`config.mk`:
```
export PLATFORM = sky130hd
export DESIGN_NAME = hbridge_driver
export DESIGN_NICKNAME = d
export VERILOG_FILES = /design/src/rtl/hbridge_driver.sv
export SDC_FILE = /design/constraint.sdc
export NUM_CORES = 1
export LEC_CHECK = 0
export ABC_CLOCK_PERIOD_IN_PS = 12390
export CORE_UTILIZATION = 60
export CTS_CLUSTER_DIAMETER = 60
export DETAILED_ROUTE_END_ITERATION = 12
export PLACE_DENSITY = 0.84
export SLEW_MARGIN = 20
export SYNTH_ARGS = -nofsm -noshare
export SYNTH_HDL_FRONTEND = slang
export SYNTH_SLANG_ARGS = --single-unit
export TNS_END_PERCENT = 100
```
`constraint.sdc`:
```
create_clock -name clock -period 12.39 [get_ports clock]
set_clock_uncertainty 0.05 [all_clocks]
set_input_delay 2.478 -clock clock [delete_from_list [all_inputs] [get_ports clock]]
set_output_delay 2.478 -clock clock [all_outputs]
set_load 0.02 [all_outputs]
```
`src/rtl/hbridge_driver.sv`:
```
`default_nettype none
// ============================================================================
//  Module   : hbridge_driver
//  Purpose  : Output stage for a dual H-bridge. For each motor it takes a
//             commanded direction and duty and produces the bridge direction
//             pins and the enable PWM. It inserts dead time on every direction
//             reversal, latches the duty at period start, and latches an
//             over-current fault from the current-sense comparators.
//  Ports    : clock, reset (async, active-high), enable,
//             dirA/dirB (1 = forward), dutyA/dutyB (high cycles per period),
//             senseA/senseB (async over-current), clearFault (pulse)
//             -> input1..input4 (bridge pins), PWMenA/PWMenB, faultA/faultB,
//                periodStart (one-cycle pulse per PWM period)
//  Revision : 1.0 - initial release
// ============================================================================
module hbridge_driver #(
   parameter int PERIOD   = 1666667,
   parameter int CW       = 21,
   parameter int DEADTIME = 100000,
   parameter int OC_LIMIT = 10000000
) (
   input  logic          clock,
   input  logic          reset,
   input  logic          enable,
   input  logic          dirA,
   input  logic          dirB,
   input  logic [CW-1:0] dutyA,
   input  logic [CW-1:0] dutyB,
   input  logic          senseA,
   input  logic          senseB,
   input  logic          clearFault,
   output logic          input1,
   output logic          input2,
   output logic          input3,
   output logic          input4,
   output logic          PWMenA,
   output logic          PWMenB,
   output logic          faultA,
   output logic          faultB,
   output logic          periodStart
);

   localparam int DW = $clog2(DEADTIME + 1);
   localparam int OW = $clog2(OC_LIMIT + 1);
   localparam logic [CW-1:0] C_CNT_LAST  = CW'(PERIOD - 1);
   localparam logic [DW-1:0] C_DEAD_LOAD = DW'(DEADTIME - 1);
   localparam logic [OW-1:0] C_OC_LAST   = OW'(OC_LIMIT - 1);

   typedef enum logic [1:0] {
      S_OFF   = 2'd0,
      S_DRIVE = 2'd1,
      S_DEAD  = 2'd2,
      S_FAULT = 2'd3
   } state_t;

   // ---------------------------------------------------------------------
   // Shared period counter
   // ---------------------------------------------------------------------
   logic [CW-1:0] cnt_q, cnt_d;
   logic          period_start_q, period_start_d;
   logic          cnt_zero;

   always_comb begin
      cnt_zero       = (cnt_q == '0);
      cnt_d          = (cnt_q == C_CNT_LAST) ? '0 : cnt_q + CW'(1);
      period_start_d = cnt_zero;
   end

   always_ff @(posedge clock or posedge reset) begin
      if (reset) begin
         cnt_q          <= '0;
         period_start_q <= 1'b0;
      end else begin
         cnt_q          <= cnt_d;
         period_start_q <= period_start_d;
      end
   end

   // Per-motor views of the inputs so both channels share one description
   logic [1:0]    dir_v, sense_v;
   logic [CW-1:0] duty_v [2];
   logic [1:0]    pin_fwd, pin_rev, pwm_en, fault_v;

   assign dir_v     = {dirB, dirA};
   assign sense_v   = {senseB, senseA};
   assign duty_v[0] = dutyA;
   assign duty_v[1] = dutyB;

   // ---------------------------------------------------------------------
   // Motor channels
   // ---------------------------------------------------------------------
   for (genvar m = 0; m < 2; m++) begin : g_motor
      state_t        state_q, state_d;
      logic          applied_q, applied_d;
      logic [CW-1:0] duty_l_q, duty_l_d;
      logic [DW-1:0] dead_q, dead_d;
      logic [OW-1:0] oc_q, oc_d;
      logic          sync1_q, sync2_q;
      logic          fwd_q, fwd_d, rev_q, rev_d, pwm_q, pwm_d, fault_q, fault_d;

      always_comb begin
         // The compare at counter 0 already uses the newly sampled duty so
         // the first high cycle of a period lines up with periodStart.
         duty_l_d  = cnt_zero ? duty_v[m] : duty_l_q;
         state_d   = state_q;
         applied_d = applied_q;
         dead_d    = dead_q;
         oc_d      = '0;

         case (state_q)
            S_OFF: begin
               if (enable) begin
                  state_d   = S_DRIVE;
                  applied_d = dir_v[m];
               end
            end
            S_DRIVE: begin
               if (sync2_q && (oc_q != C_OC_LAST)) begin
                  oc_d = oc_q + OW'(1);
               end
               if (sync2_q && (oc_q == C_OC_LAST)) begin
                  state_d = S_FAULT;
               end else if (!enable) begin
                  state_d = S_OFF;
               end else if (dir_v[m] != applied_q) begin
                  state_d = S_DEAD;
                  dead_d  = C_DEAD_LOAD;
               end
            end
            S_DEAD: begin
               if (!enable) begin
                  state_d = S_OFF;
               end else if (dead_q == '0) begin
                  // Direction is re-sampled only here, so toggles during the
                  // dead time never restart it.
                  state_d   = S_DRIVE;
                  applied_d = dir_v[m];
               end else begin
                  dead_d = dead_q - DW'(1);
               end
            end
            S_FAULT: begin
               if (clearFault && !sync2_q) begin
                  state_d = S_OFF;
               end
            end
            default: state_d = S_OFF;
         endcase

         // Outputs come from the current state, so pins and PWM drop together
         // and the off cycles equal the cycles spent in DEAD.
         fwd_d   = (state_q == S_DRIVE) && applied_q;
         rev_d   = (state_q == S_DRIVE) && !applied_q;
         pwm_d   = (state_q == S_DRIVE) && (cnt_q < duty_l_d);
         fault_d = (state_q == S_FAULT);
      end

      always_ff @(posedge clock or posedge reset) begin
         if (reset) begin
            state_q   <= S_OFF;
            applied_q <= 1'b1;
            duty_l_q  <= '0;
            dead_q    <= '0;
            oc_q      <= '0;
            sync1_q   <= 1'b0;
            sync2_q   <= 1'b0;
            fwd_q     <= 1'b0;
            rev_q     <= 1'b0;
            pwm_q     <= 1'b0;
            fault_q   <= 1'b0;
         end else begin
            state_q   <= state_d;
            applied_q <= applied_d;
            duty_l_q  <= duty_l_d;
            dead_q    <= dead_d;
            oc_q      <= oc_d;
            sync1_q   <= sense_v[m];
            sync2_q   <= sync1_q;
            fwd_q     <= fwd_d;
            rev_q     <= rev_d;
            pwm_q     <= pwm_d;
            fault_q   <= fault_d;
         end
      end

      assign pin_fwd[m] = fwd_q;
      assign pin_rev[m] = rev_q;
      assign pwm_en[m]  = pwm_q;
      assign fault_v[m] = fault_q;
   end

   // Motor B is wired mirrored on the bridge: forward drives input4.
   assign input1      = pin_fwd[0];
   assign input2      = pin_rev[0];
   assign input3      = pin_rev[1];
   assign input4      = pin_fwd[1];
   assign PWMenA      = pwm_en[0];
   assign PWMenB      = pwm_en[1];
   assign faultA      = fault_v[0];
   assign faultB      = fault_v[1];
   assign periodStart = period_start_q;

endmodule
`default_nettype wire
```
==> results.txt, run 1 <==
Update from the flow run.

The flip-flop count of the largest register, all copies and words added is around 48. The register with the most flip-flops in the final layout is g_motor.oc_q. The pre-CTS setup check shows a worst slack of 7.78 ns. The mean number of vias per cell is 5.93. The ratio of total power to cell area is ~150 nW/um^2. Before any placement, the netlist area is recorded as between 8000 and 9000 sq um. Yosys reported a register bit count of around 160. The fraction of final cell area spent on non-clock buffers in this run is under 10%. The share of the core area taken by cells at floorplan is around 62%.

The area fraction in xor and xnor cells is around 6.5%. Grouping non-sequential cells by family puts the most area in simple AND/OR/NAND/NOR gates. The number of tap instances is 180. The sequential element share of the synthesized area is 47.2%.

The number of clock buffers inserted by TritonCTS is 17. Looking at the power breakdown, sequential logic takes between 40% and 50% of the total. Total global-route track usage over all layers is around a quarter. In this run the clock root is driven by a clkbuf_16. The origin of the worst min-delay path is g_motor[0].sync1_q. The number of enable flip-flop cells is 0. Per the synth stats, the proportion of register bits with asynchronous set or reset is 100%. The number of nets at the end of the flow is approximately 1000.

The clock tree synthesis step divided the H-tree into 4 levels. The post-cts gate resize count is 0. The maximum fanout encountered on the critical timing path is 9.

Yosys instantiated no cell more often than dfrtp_1. The netlist uses around 70 different library cells. The critical path is of the in -> reg type. The tightest slew margin relative to the limit is 28.9%. Per report_power, the clock group accounts for 38.7% of the total.

The number of buffers outside the clock class in the layout is just over 60. The run finished with clean final reports. The area reported by Yosys stat is slightly below 9000 sq um.

The area taken by multi-input combinational cells is reported as about 4300 sq um. Setup repair after global routing left no endpoint under its margin. Summed over its instances, the top area cell type makes up a little under half of the synthesized netlist area.
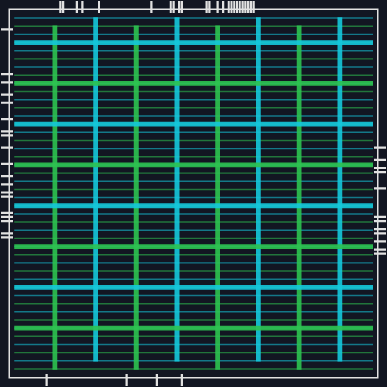
(run_1/pdn.png)
Scale: 3 px per um. Pins as bars on the die edge.
- VDD: cyan
- VSS: green
- met1 rails: 44
- met4 straps: 8
die boundary height: 122 um
Die X-Extent: 122 um
Core Region: 14000 sq um

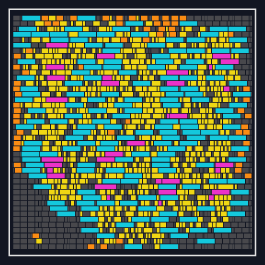
(run_1/cell_classes.png)
Scale: 2 px per um. Fill, decap, tap and diode cells in grey.
- clock drivers and dummy loads: magenta (cells 32; share of their area 6.6%)
- other buffers and delay cells: orange (cells 61; share of their area 6.1%)
- flip-flops: cyan (cells 164; share of their area 42%)
- all other logic: yellow (cells 677; share of their area 46%)
post-route design area: 10100 sq um
Std-Cell Rows: 43
fraction of standard cell area that is sequential: 40.8%
utilization after layout: 72.0%

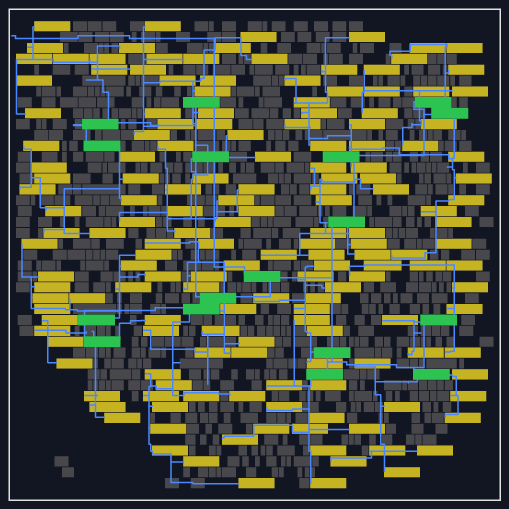
(run_1/clock_map.png)
Scale: 4 px per um.
- cells driving clock nets: green (count 17)
- flip-flops: yellow (count 164)
- clock wires: blue (length 1910 um)
- routed clock nets: 18

==> run 2, diff against run 1 <==
--- a/config.mk
+++ b/config.mk
@@ -5,11 +5,11 @@
 export SDC_FILE = /design/constraint.sdc
 export NUM_CORES = 1
 export LEC_CHECK = 0
-export ABC_CLOCK_PERIOD_IN_PS = 12390
-export CORE_UTILIZATION = 60
+export ABC_CLOCK_PERIOD_IN_PS = 3400
+export CORE_UTILIZATION = 54
 export CTS_CLUSTER_DIAMETER = 60
 export DETAILED_ROUTE_END_ITERATION = 12
-export PLACE_DENSITY = 0.84
+export PLACE_DENSITY = 0.8
 export SLEW_MARGIN = 20
 export SYNTH_ARGS = -nofsm -noshare
 export SYNTH_HDL_FRONTEND = slang
==> constraint.sdc (replaced) <==
create_clock -name clock -period 3.4 [get_ports clock]
set_clock_uncertainty 0.05 [all_clocks]
set_input_delay 0.68 -clock clock [delete_from_list [all_inputs] [get_ports clock]]
set_output_delay 0.68 -clock clock [all_outputs]
set_load 0.02 [all_outputs]
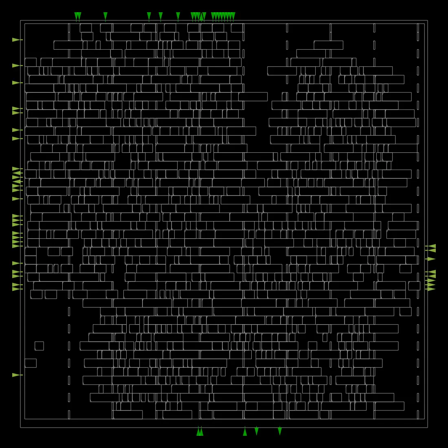
(run_2/final_placement.png)
FILL cells: 1269
utilization after layout: 64.8%
Flops: 164
count of placed standard cells in the final layout, fillers left out: 1165
Core Region: 15800 sq um

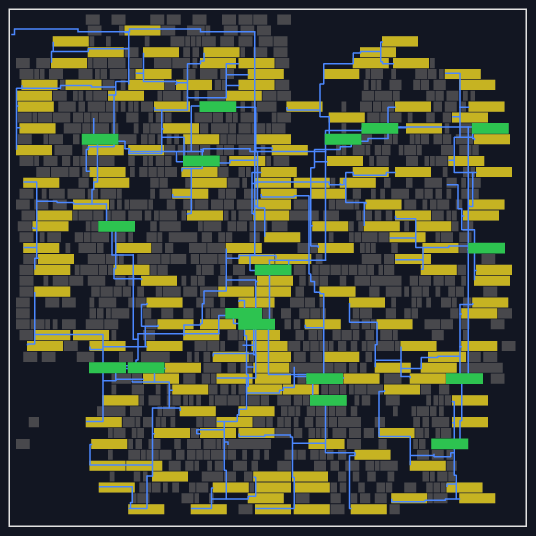
(run_2/clock_map.png)
Scale: 4 px per um.
- clock wires: blue (length 2090 um)
- flip-flops: yellow (count 164)
- cells driving clock nets: green (count 17)
- routed clock nets: 18

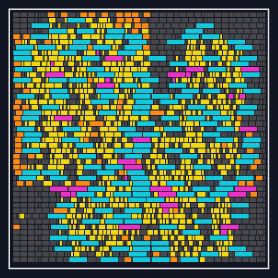
(run_2/cell_classes.png)
Scale: 2 px per um. Fill, decap, tap and diode cells in grey.
- other buffers and delay cells: orange (cells 76; share of their area 7.7%)
- flip-flops: cyan (cells 164; share of their area 41%)
- clock drivers and dummy loads: magenta (cells 32; share of their area 6.0%)
- all other logic: yellow (cells 677; share of their area 45%)
fraction of standard cell area that is sequential: 40.1%
Std-Cell Rows: 46
post-route design area: 10300 sq um

==> results.txt, run 2 <==
Update from the flow run.

Clock tree synthesis selected as its root buffer the cell clkbuf_16. Setup repair after global routing left no endpoint under its margin. The area reported by Yosys stat came to 8690 sq um (unchanged). The number of tap instances is 216 (+20%). The mean number of vias per cell is 5.64 (-5.0%). The chip height is 129 um (+5.3%).

The run finished with clean final reports. The post-synthesis share of cell area spent on and-or and or-and gates is about a tenth. The number of library cell types mapped by synthesis was 70 (unchanged). The flip-flop count of the largest register, all copies and words added was 48 (unchanged). The share of the core filled by cells before placement is 54.9% (-7.2 points). The sequential element share of the synthesized area came to 47.2% (unchanged).

The post-cts gate resize count is 0 (unchanged). The length of the first detailed-routing pass in iterations is 5. The area fraction in xor and xnor cells was 6.55% (unchanged). The setup slack after placement is 0.217 ns (-7.56 ns).

The number of clock buffers inserted by TritonCTS came to 17 (unchanged). Summed over all cells, the static leakage comes to roughly 4.4 nW. The number of buffers outside the clock class in the layout was 76 (+25%). Among all cell types in the netlist, the one instantiated most often is dfrtp_1. The global-route layer with the greatest usage is met2.

The synthesized netlist net count is around 960. The TritonCTS clock tree is done. The proportion of power drawn by the clock network is 37.0% (-1.7 points). The synthesis run identifies the leading combinational cell family as simple AND/OR/NAND/NOR gates. The ratio of total power to cell area came to 519 nW/um^2 (+250%). The fraction of registers with async set/reset came to 100% (unchanged).

The worst setup path is of the reg -> reg kind. The number of nets at the end of the flow is 1033 (+1.5%). The summed instance area of the synthesized netlist is 8690 sq um (unchanged). The largest registers in the layout are g_motor.oc_q x48, g_motor.duty_l_q x42, g_motor.dead_q x34.

Ranked by flip-flop count, first place goes to g_motor.oc_q. The share of Yosys cell area claimed by the top area cell type is 46.6% (unchanged). The non-clock buffer area fraction after layout is 7.51% (+1.5 points). The maximum fanout encountered on the critical timing path is 32 (+23). The origin of the worst min-delay path is g_motor[0].sync1_q. The power drawn by the sequential cells is about 2.4 mW.

The area taken by multi-input logic gates was 4280 sq um (+0.38%). The number of multi-input logic gates is between 600 and 700. In this run the worst hold path is classified as reg -> reg. The max-slew violation total from the final report is 0.
==> run 3, diff against run 2 <==
--- a/config.mk
+++ b/config.mk
@@ -6,10 +6,12 @@
 export NUM_CORES = 1
 export LEC_CHECK = 0
 export ABC_CLOCK_PERIOD_IN_PS = 3400
-export CORE_UTILIZATION = 54
+export CELL_PAD_IN_SITES_DETAIL_PLACEMENT = 1
+export CELL_PAD_IN_SITES_GLOBAL_PLACEMENT = 1
+export CORE_UTILIZATION = 42
 export CTS_CLUSTER_DIAMETER = 60
 export DETAILED_ROUTE_END_ITERATION = 12
-export PLACE_DENSITY = 0.8
+export PLACE_DENSITY = 0.79
 export SLEW_MARGIN = 20
 export SYNTH_ARGS = -nofsm -noshare
 export SYNTH_HDL_FRONTEND = slang
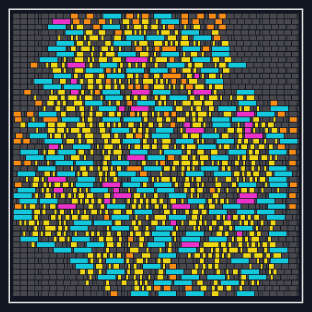
(run_3/cell_classes.png)
Scale: 2 px per um. Fill, decap, tap and diode cells in grey.
utilization after layout: 51.2%
post-route design area: 10400 sq um
fraction of standard cell area that is sequential: 39.6%
Core Region: 20200 sq um
Std-Cell Rows: 52

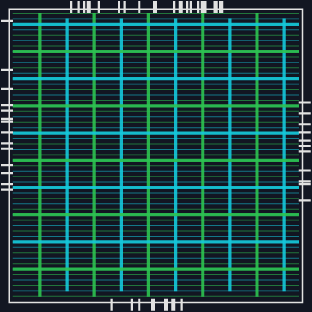
(run_3/pdn.png)
Scale: 2 px per um. Pins as bars on the die edge.
- VDD: cyan
- VSS: green
- rows: 52
- met4 straps: 10
- met1 rails: 53
- met5 straps: 10
- signal pins: 59

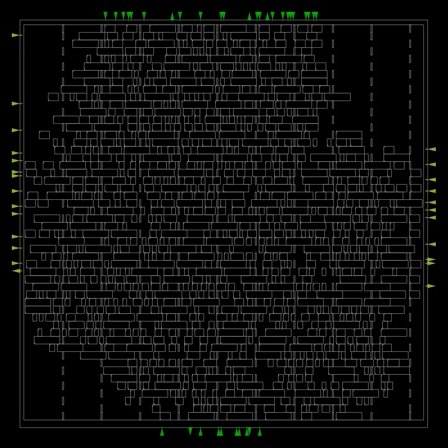
(run_3/final_placement.png)
FILL cells: 2257
number of well taps: 270

==> results.txt, run 3 <==
Update from the flow run.

The largest register by flop count is g_motor.oc_q. The post-synthesis share of cell area spent on and-or and or-and gates is 10.0% (unchanged). The proportion of power drawn by the clock network came to 36.7% (-0.3 points). The critical path class is reg -> reg. The most repeated cell in the gate-level netlist after synthesis is dfrtp_1. The number of nets at the end of the flow is 1040 (+0.68%). The length of the first detailed-routing pass in iterations came to 4 (-1).

The static leakage power is 4.46 nW (+1.1%). The post-cts gate resize count is 0 (unchanged). The non-clock buffer area fraction after layout is 7.94% (+0.44 points). The sequential element share of the synthesized area is 47.2% (unchanged). The fraction of registers with async set/reset was 100% (unchanged). The number of clock buffers inserted by TritonCTS is 17 (unchanged). The area fraction in xor and xnor cells is 6.55% (unchanged).

The max-slew violation total from the final report is 0 (unchanged). The type of the tightest min-delay check is reg -> reg. The chip height is 146 um (+13%). The flow ran to the end, and the final reports show no timing, DRC or antenna violations. The flip-flop count of the largest register, all copies and words added is 48 (unchanged). The area reported by Yosys stat is 8690 sq um (unchanged). The TritonCTS clock tree is done. The global router reports that the layer with the highest usage is met2. The share of Yosys cell area claimed by the top area cell type is 46.6% (unchanged).

The number of multi-input logic gates came to 618 (unchanged). The share of the core filled by cells before placement was 43.0% (-12 points). The power drawn by the sequential cells is 2.40 mW (about the same). The summed instance area of the synthesized netlist is 8690 sq um (unchanged). The maximum fanout encountered on the critical timing path is 15 (-53%).

The ratio of total power to cell area is 514 nW/um^2 (-1.0%). The area taken by multi-input logic gates came to 4280 sq um (about the same). The registers reported with the highest flop counts are g_motor.oc_q x48, g_motor.duty_l_q x42, g_motor.dead_q x34.

The setup slack after placement came to 0.136 ns (-0.0816 ns). The number of buffers outside the clock class in the layout is 83 (+9.2%). The mean number of vias per cell is 5.46 (-3.1%). The synthesized netlist net count was 956 (unchanged). The tally of non-filler cells in the final layout was 1227 (+5.3%).

## Gallery

Signal wires by layer.
shot_01.png
Scale: 3 px per um. Only two layers are drawn.
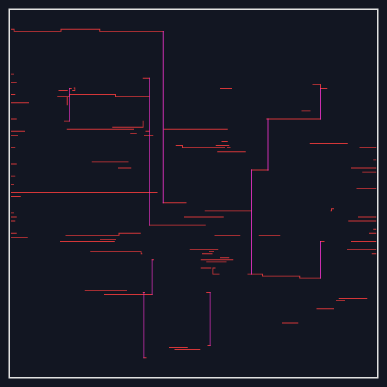
shot_02.png
Scale: 3 px per um. Only two layers are drawn.
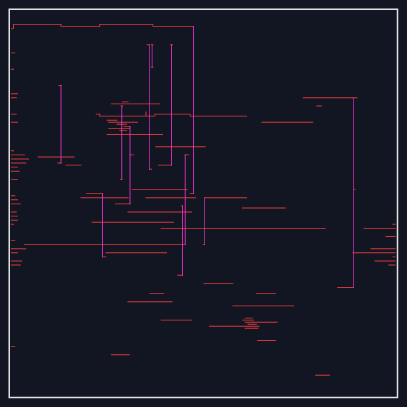
shot_03.png
Scale: 2 px per um. Only two layers are drawn.
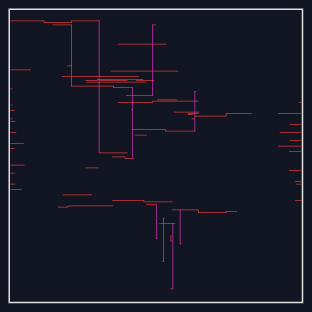
shot_02.png is run 2.
shot_03.png is run 3.
shot_01.png is run 1.
The one with the most wire is shot_03.png.
The one with the largest die is shot_03.png.

No activity file was given, so power comes from the tool's default toggle rates.
